File: src/rtl/ebn_if.sv
// rtl/ebn_if.sv - valid/ready handshake bundle for the ebn elastic buffer
interface ebn_if #(
    parameter int WIDTH = 8,
    parameter int DEPTH = 2
);
    localparam int CW = $clog2(DEPTH + 1);

    logic [WIDTH-1:0] t_0_data;
    logic             t_0_valid;
    logic             t_0_ready;
    logic [WIDTH-1:0] i_0_data;
    logic             i_0_valid;
    logic             i_0_ready;
    logic [CW-1:0]    count;

    modport slave (
        input  t_0_data, t_0_valid, i_0_ready,
        output t_0_ready, i_0_data, i_0_valid, count
    );

    modport master (
        output t_0_data, t_0_valid, i_0_ready,
        input  t_0_ready, i_0_data, i_0_valid, count
    );
endinterface

File: src/rtl/ebn.sv
// rtl/ebn.sv - parametrised valid/ready FIFO stage with optional empty bypass
// t_0_ready is a function of registered occupancy only, breaking the ready path.
module ebn #(
    parameter int WIDTH  = 8,
    parameter int DEPTH  = 2,
    parameter int BYPASS = 0
) (
    input  logic  clk,
    input  logic  reset,
    ebn_if.slave  bus
);
    localparam int CW = $clog2(DEPTH + 1);
    localparam int PW = (DEPTH > 1) ? $clog2(DEPTH) : 1;

    logic [WIDTH-1:0] mem_q [DEPTH];
    logic [PW-1:0]    rd_ptr_q, rd_ptr_d;
    logic [PW-1:0]    wr_ptr_q, wr_ptr_d;
    logic [CW-1:0]    count_q, count_d;

    logic             empty, full, byp;
    logic             t_ready, i_valid;
    logic [WIDTH-1:0] i_data;
    logic             push, pop, thru, wr_en, rd_en;

    always_comb begin
        empty    = (count_q == '0);
        full     = (count_q == CW'(DEPTH));
        byp      = (BYPASS != 0) && empty;
        t_ready  = !full;
        i_valid  = byp ? bus.t_0_valid : !empty;
        i_data   = byp ? bus.t_0_data : mem_q[rd_ptr_q];
        push     = bus.t_0_valid && t_ready;
        pop      = i_valid && bus.i_0_ready;
        // a bypass transfer moves the word straight through and leaves storage untouched
        thru     = byp && push && pop;
        wr_en    = push && !thru;
        rd_en    = pop && !thru;

        wr_ptr_d = wr_ptr_q;
        if (wr_en) begin
            wr_ptr_d = (wr_ptr_q == PW'(DEPTH - 1)) ? '0 : wr_ptr_q + PW'(1);
        end
        rd_ptr_d = rd_ptr_q;
        if (rd_en) begin
            rd_ptr_d = (rd_ptr_q == PW'(DEPTH - 1)) ? '0 : rd_ptr_q + PW'(1);
        end

        count_d = count_q;
        case ({wr_en, rd_en})
            2'b10:   count_d = count_q + CW'(1);
            2'b01:   count_d = count_q - CW'(1);
            default: count_d = count_q;
        endcase
    end

    always_ff @(posedge clk or posedge reset) begin
        if (reset) begin
            rd_ptr_q <= '0;
            wr_ptr_q <= '0;
            count_q  <= '0;
        end else begin
            rd_ptr_q <= rd_ptr_d;
            wr_ptr_q <= wr_ptr_d;
            count_q  <= count_d;
        end
    end

    // storage carries no reset; stale contents are unreachable once count is 0
    always_ff @(posedge clk) begin
        if (wr_en && !reset) begin
            mem_q[wr_ptr_q] <= bus.t_0_data;
        end
    end

    assign bus.t_0_ready = t_ready;
    assign bus.i_0_valid = i_valid;
    assign bus.i_0_data  = i_data;
    assign bus.count     = count_q;
endmodule

File: src/flat_wrapper.sv
// flat-port wrapper written by rule: the top's interface ports become plain ports
module ebn_flat 
#(
    parameter int WIDTH  = 8,
    parameter int DEPTH  = 2,
    parameter int BYPASS = 0
)
  (clk, reset, bus_t_0_data, bus_t_0_valid, bus_i_0_ready, bus_t_0_ready, bus_i_0_data, bus_i_0_valid, bus_count);
  ebn_if #(.WIDTH(WIDTH), .DEPTH(DEPTH)) bus_i ();
  input  logic clk;
  input  logic reset;
  input wire logic [$bits(bus_i.t_0_data)-1:0] bus_t_0_data;
  input wire logic [$bits(bus_i.t_0_valid)-1:0] bus_t_0_valid;
  input wire logic [$bits(bus_i.i_0_ready)-1:0] bus_i_0_ready;
  output wire logic [$bits(bus_i.t_0_ready)-1:0] bus_t_0_ready;
  output wire logic [$bits(bus_i.i_0_data)-1:0] bus_i_0_data;
  output wire logic [$bits(bus_i.i_0_valid)-1:0] bus_i_0_valid;
  output wire logic [$bits(bus_i.count)-1:0] bus_count;
  assign bus_i.t_0_data = bus_t_0_data;
  assign bus_i.t_0_valid = bus_t_0_valid;
  assign bus_i.i_0_ready = bus_i_0_ready;
  assign bus_t_0_ready = bus_i.t_0_ready;
  assign bus_i_0_data = bus_i.i_0_data;
  assign bus_i_0_valid = bus_i.i_0_valid;
  assign bus_count = bus_i.count;
  ebn #(.WIDTH(WIDTH), .DEPTH(DEPTH), .BYPASS(BYPASS)) u_core (.clk(clk), .reset(reset), .bus(bus_i));
endmodule
File: config.mk
export PLATFORM = sky130hd
export DESIGN_NAME = ebn_flat
export DESIGN_NICKNAME = d
export VERILOG_FILES = /design/src/rtl/ebn_if.sv /design/src/rtl/ebn.sv /design/src/flat_wrapper.sv
export SDC_FILE = /design/constraint.sdc
export NUM_CORES = 1
export LEC_CHECK = 0
export ABC_AREA = 1
export CAP_MARGIN = 20
export CORE_MARGIN = 3
export CORE_UTILIZATION = 45
export DETAILED_ROUTE_END_ITERATION = 8
export MAX_ROUTING_LAYER = met4
export PLACE_DENSITY_LB_ADDON = 0.25
export SKIP_CTS_REPAIR_TIMING = 1
export SYNTH_ARGS = -nofsm -noshare
export SYNTH_HDL_FRONTEND = slang
export SYNTH_SLANG_ARGS = --single-unit
File: constraint.sdc
create_clock -name clk -period 1.73 [get_ports clk]
set_input_delay 0.519 -clock clk [delete_from_list [all_inputs] [get_ports clk]]
set_output_delay 0.519 -clock clk [all_outputs]
set_load 0.05 [all_outputs]
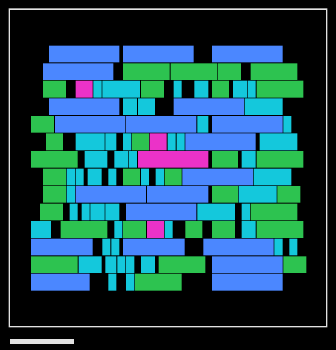
*Cells coloured by class, run 1*
Bar = 10 um.
[cyan] all other logic | cells: 51 | share of their area: 24%
[blue] flip-flops | cells: 20 | share of their area: 42%
[green] other buffers and delay cells | cells: 31 | share of their area: 30%
[magenta] clock drivers and dummy loads | cells: 4 | share of their area: 3.8%

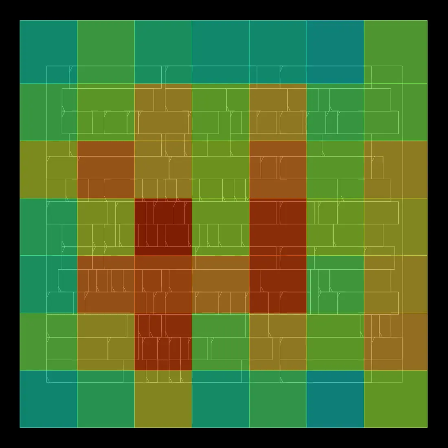
*Routing congestion map, run 1*
GRT Util Overall: 16.5%
WL/cell: 15.6 um
GR Util met2: 32.1%
M1 GR Usage: 14.9%
met3 Track Usage GR: 3.98%

==> reports/metrics.yaml, run 1 <==
status: "finished with violations"
failed_checks: "setup timing"
synth_cells: 72
fp_util_pct: 51.1
cts_root_buf: "clkbuf_4"
p_comb_mw: 1.75
critPathTopFamily: "flip-flops"
p_sw_share_pct: 42.2
worstPathRequired_ns: 1.21
setup_viol: 7
rr_worst_depth: 9
final_cell_mix: "edfxtp_1 (16), inv_1 (14), nand2_1 (12), buf_12 (12), clkdlybuf4s50_1 (11)"
pwr-share-seq_pct: 25.2
dp_slack_ns: -0.111
ant_nets: 0
ctsHtreeMaxLevel: 1
antenna_cells: 0
total_power_mw: 2.85
p_switching_mw: 1.20
cts.clk_slew.worst_paths_ns: 0.11
startpoint: "u_core.rd_ptr_q"
pg_clk_uw: 383
top_layer: "met4"
synthToLayoutAreaGrowth_pct: 69.5
maxCapViolCount: 0
comb_share_pct: 19.1
chipWidth_um: 49
leakage_nw: 0.596
dp_cells: 124
ys_sh_aoi_pct: 4.81
signal_buffers: 31
ys_area_um2: 832
firstDrtPassIters: 4
cp.arrival_ns: 1.25
largest_reg_flops: 16
rrSetupSlack_ns: 0.13
synth_nets: 85
yosysUniqueCellTypes: 16
cpMaxStageDelayCell: "dfrtp_2"
fin_cells: 130
slew_viol_final: 0
comb_area_um2: 269
rsz0062_at_grt: "true"
fin_ws_ns: -0.0393
postRouteWirelength_mm: 2.03
post_dp_cell_area_um2: 1250
period_used_pct: 102
regMostFlops: "u_core.mem_q"
simple_gate_share_pct: 14.7
cp-end-kind: "output pin"
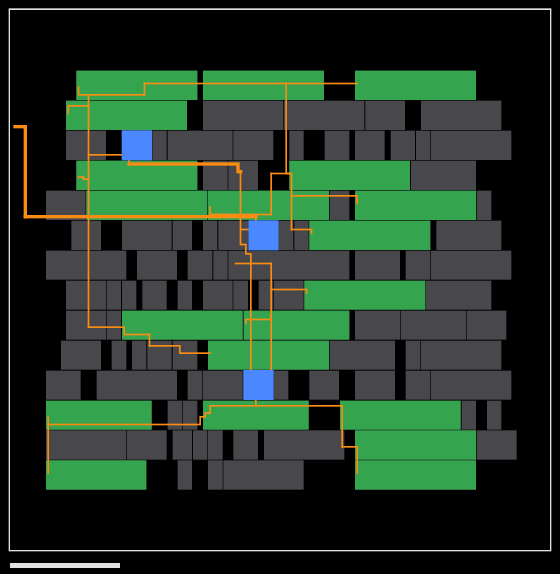
*Clock wires, drivers and flops, run 1*
Bar = 10 um.
[blue] cells driving clock nets | count: 3
[green] flip-flops | count: 20
[orange] clock wires | length: 233 um
routed clock nets: 4

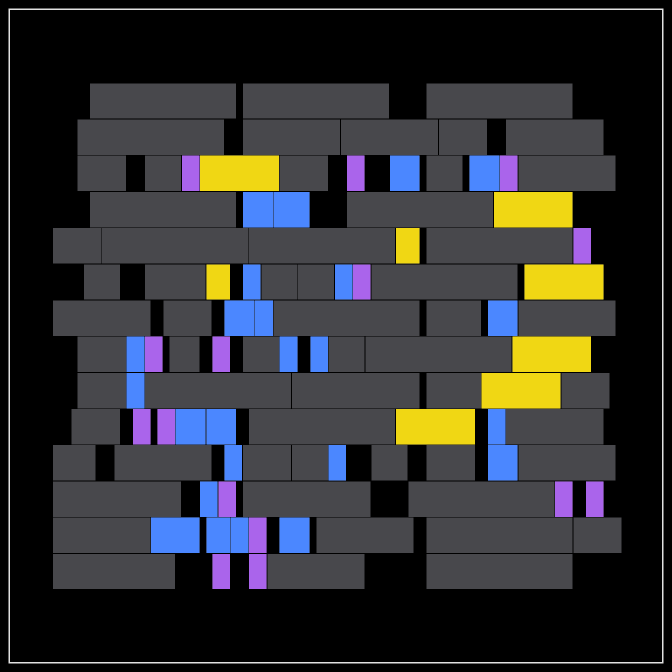
*Gate families picked out, run 1*
[blue] NAND gates | cells: 24 | most used: nand2_1
[yellow] inverting AOI/OAI gates | cells: 8 | most used: o21ai_4
[purple] inverters | cells: 15 | most used: inv_1

==> run 1 -> run 2 <==
==> constraint.sdc (replaced) <==
create_clock -name clk -period 1.73 [get_ports clk]
set_input_delay 0.2595 -clock clk [delete_from_list [all_inputs] [get_ports clk]]
set_output_delay 0.2595 -clock clk [all_outputs]
set_load 0.05 [all_outputs]
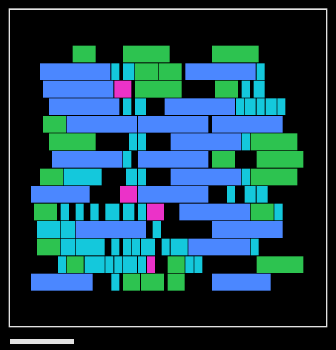
*Cells coloured by class, run 2*
Bar = 10 um.
[green] other buffers and delay cells | cells: 23 | share of their area: 26%
[blue] flip-flops | cells: 20 | share of their area: 50%
[cyan] all other logic | cells: 51 | share of their area: 22%
[magenta] clock drivers and dummy loads | cells: 4 | share of their area: 2.3%

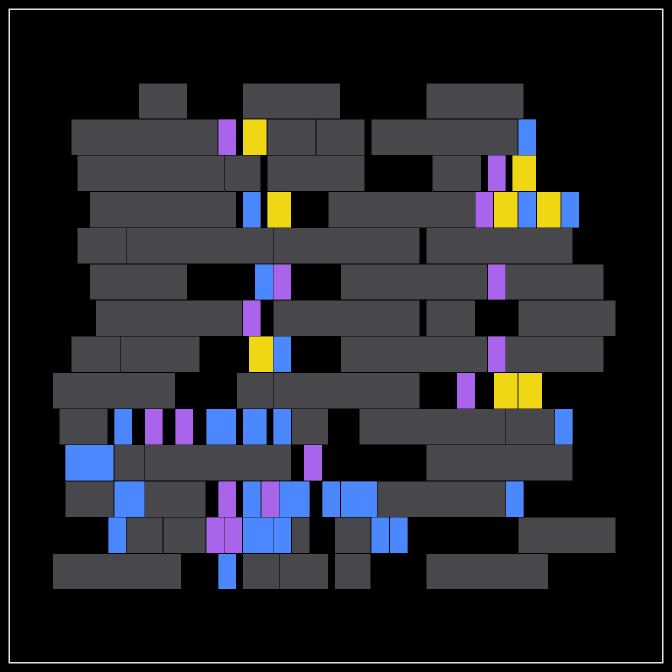
*Gate families picked out, run 2*
[purple] inverters | cells: 15 | most used: inv_1
[yellow] inverting AOI/OAI gates | cells: 8
[blue] NAND gates | cells: 24 | most used: nand2_1

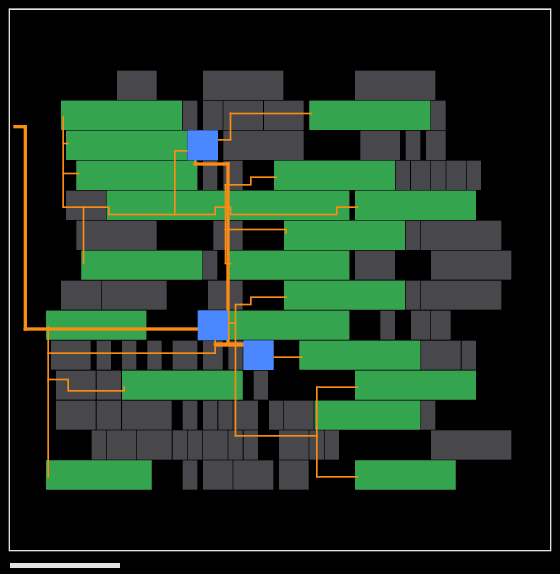
*Clock wires, drivers and flops, run 2*
Bar = 10 um.
[orange] clock wires | length: 231 um
[green] flip-flops | count: 20
[blue] cells driving clock nets | count: 3
routed clock nets: 4

==> run 2 against run 1 <==
Effect of this change: the run now ends clean; clock-buffer cell count unchanged; total power down 21%; cell count decreased by 6.2%; die area unchanged; critical path type unchanged.
==> reports/metrics.yaml, run 2 <==
cp.arrival_ns: 1.38
chipWidth_um: 49
comb_area_um2: 195
cts_tree: "yes"
cts_max_path_buffers: 2
simple_gate_share_pct: 14.7
power_sequential_uw: 724
post_dp_cell_area_um2: 1160
rr_worst_depth: 9
firstDrtPassIters: 4
crit_buf_inv: 1
p_comb_share_pct: 57.8
max_freq_mhz: 611
grtUsageTotal_pct: 13.3
cts.clk_slew.worst_paths_ns: 0.11
hold_violations: 0
fin_tns_setup_ns: 0
signal_buffers: 23
flops: 20
clkLatencyLatePin_ns: 0.30
whs_ns: 0.284
register_area_um2: 583
n_fill_cell: 106
p_comb_mw: 1.30
top_layer: "met4"
synthToLayoutAreaGrowth_pct: 43.2
ys_sh_mux_pct: 0
edf_count: 16
setup_viol: 0
pg_clk_uw: 223
comb_share_pct: 16.4
rrSetupSlack_ns: 0.30
cp.depth: 2
dp_slack_ns: 0.132
synth.comb.largest_family: "simple AND/OR/NAND/NOR gates"
top_area_cell: "edfxtp_1"
avgRoutedWirePerCell_um: 11.6
gr-max-usage-layer: "met2"
use_met2_pct: 20.6
warnings: 27
critPathTopFamily: "flip-flops"
leakage_nw: 0.507
period_used_pct: 94.5
ys_area_um2: 832
wl_met2_um: 709
cts_sinks: 20
synth_cells: 72
postRouteWirelength_mm: 1.41
startpoint: "u_core.rd_ptr_q"
fp_util_pct: 51.1
chip_area_um2: 2400
worstPathRequired_ns: 1.47
total_power_mw: 2.24
fin_ws_ns: 0.0946
antenna_cells: 0
ys_sh_adder_pct: 1.50
grt_use_met1_pct: 15.4
largest_reg_flops: 16
met3_usage_pct: 3.06
regMostFlops: "u_core.mem_q"
ys_sh_aoi_pct: 4.81
crit_type: "flop to output pin"
ctsHtreeMaxLevel: 1
cp-end-kind: "output pin"
ys_async_sr_fraction_pct: 20.0
p_switching_mw: 1.02
cpMaxStageDelayCell: "dfrtp_2"
rsz0062_at_grt: "false"
pwr-share-seq_pct: 32.3
yosysUniqueCellTypes: 16
dp_cells: 118
status: "complete, no violations"
fin_cells: 122
ant_nets: 0
fin_util_pct: 73.1
synth_nets: 85
cts_buffers: 3
netlist_area_um2: 832
p_sw_share_pct: 45.4
r2r_end: "u_core.bus.count[1]"
final_cell_mix: "nand2_1 (17), edfxtp_1 (16), inv_1 (14), clkdlybuf4s50_1 (11), buf_12 (8)"
maxCapViolCount: 0
slew_viol_final: 0
cts_root_buf: "clkbuf_4"
common_cells: "nand2_1 (18), edfxtp_1 (16), inv_1 (14)"
vias: 569
==> run 2 -> run 3 <==
CORE_UTILIZATION = 38   (was 45)
CTS_BUF_LIST = sky130_fd_sc_hd__clkbuf_2 sky130_fd_sc_hd__clkbuf_4 sky130_fd_sc_hd__clkbuf_8   (was not set)
SLEW_MARGIN = 20   (was not set)
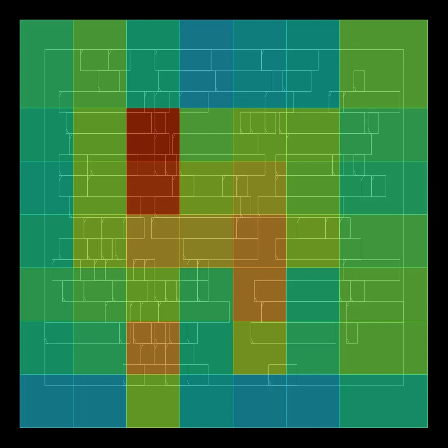
*Routing congestion map, run 3*
GR peak layer: met2
M1 GR Usage: 9.82%

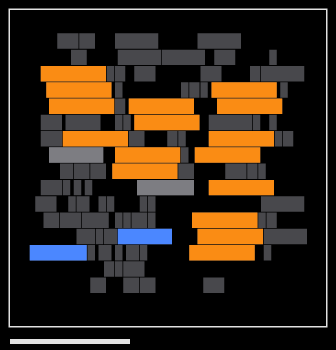
*Where the registers sit, run 3*
Bar = 20 um.
[orange] u_core.mem_q | flops: 16
[blue] u_core.bus.count | flops: 2
not coloured: 2

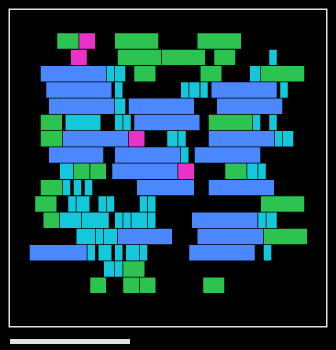
*Cells coloured by class, run 3*
Bar = 20 um.
[magenta] clock drivers and dummy loads | cells: 4 | share of their area: 2.5%
[cyan] all other logic | cells: 51 | share of their area: 21%
[blue] flip-flops | cells: 20 | share of their area: 49%
[green] other buffers and delay cells | cells: 25 | share of their area: 27%

==> run 3 against run 2 <==
Effect of this change: flip-flop count unchanged; critical endpoint unchanged; cell count grew 4.1%; worst setup slack gained 0.014 ns; total power up 0.48%; clock power rose by 4%; critical path type unchanged; non-clock buffer count grew 2; largest power group unchanged.
==> reports/metrics.yaml, run 3 <==
status: "complete, no violations"
cp.arrival_ns: 1.36
grtUsageTotal_pct: 11.6
comb_area_um2: 195
top_layer: "met4"
post_dp_cell_area_um2: 1180
cts_tree: "yes"
ys_area_um2: 832
fin_util_pct: 60.0
setup_viol: 0
pg_clk_uw: 232
avgRoutedWirePerCell_um: 10.4
warnings: 27
fin_cells: 127
ant_nets: 0
cp-end-kind: "output pin"
ctsHtreeMaxLevel: 1
leakage_nw: 0.521
clkLatencyLatePin_ns: 0.29
chipWidth_um: 52.8
r2r_end: "u_core.bus.count[1]"
chip_area_um2: 2790
ys_async_sr_fraction_pct: 20.0
fin_tns_setup_ns: 0
crit_type: "flop to output pin"
firstDrtPassIters: 3
vias: 576
period_used_pct: 93.7
cts_sinks: 20
synthToLayoutAreaGrowth_pct: 45.9
dp_slack_ns: 0.186
worstPathRequired_ns: 1.47
p_comb_mw: 1.30
p_sw_share_pct: 44.3
signal_buffers: 25
netlist_area_um2: 832
cts_root_buf: "clkbuf_4"
comb_share_pct: 16.1
startpoint: "u_core.rd_ptr_q"
flops: 20
synth_nets: 85
use_met2_pct: 21.1
simple_gate_share_pct: 14.7
largest_reg_flops: 16
cpMaxStageDelayCell: "dfrtp_2"
rr_worst_depth: 9
dp_cells: 123
whs_ns: 0.281
hold_violations: 0
n_fill_cell: 171
postRouteWirelength_mm: 1.32
ys_sh_adder_pct: 1.50
p_switching_uw: 998
synth.comb.largest_family: "simple AND/OR/NAND/NOR gates"
fp_util_pct: 41.2
max_freq_mhz: 617
final_cell_mix: "nand2_1 (17), edfxtp_1 (16), inv_1 (14), clkdlybuf4s50_1 (11), buf_12 (8)"
cts_buffers: 3
slew_viol_final: 0
No activity file was given, so power comes from the tool's default toggle rates.
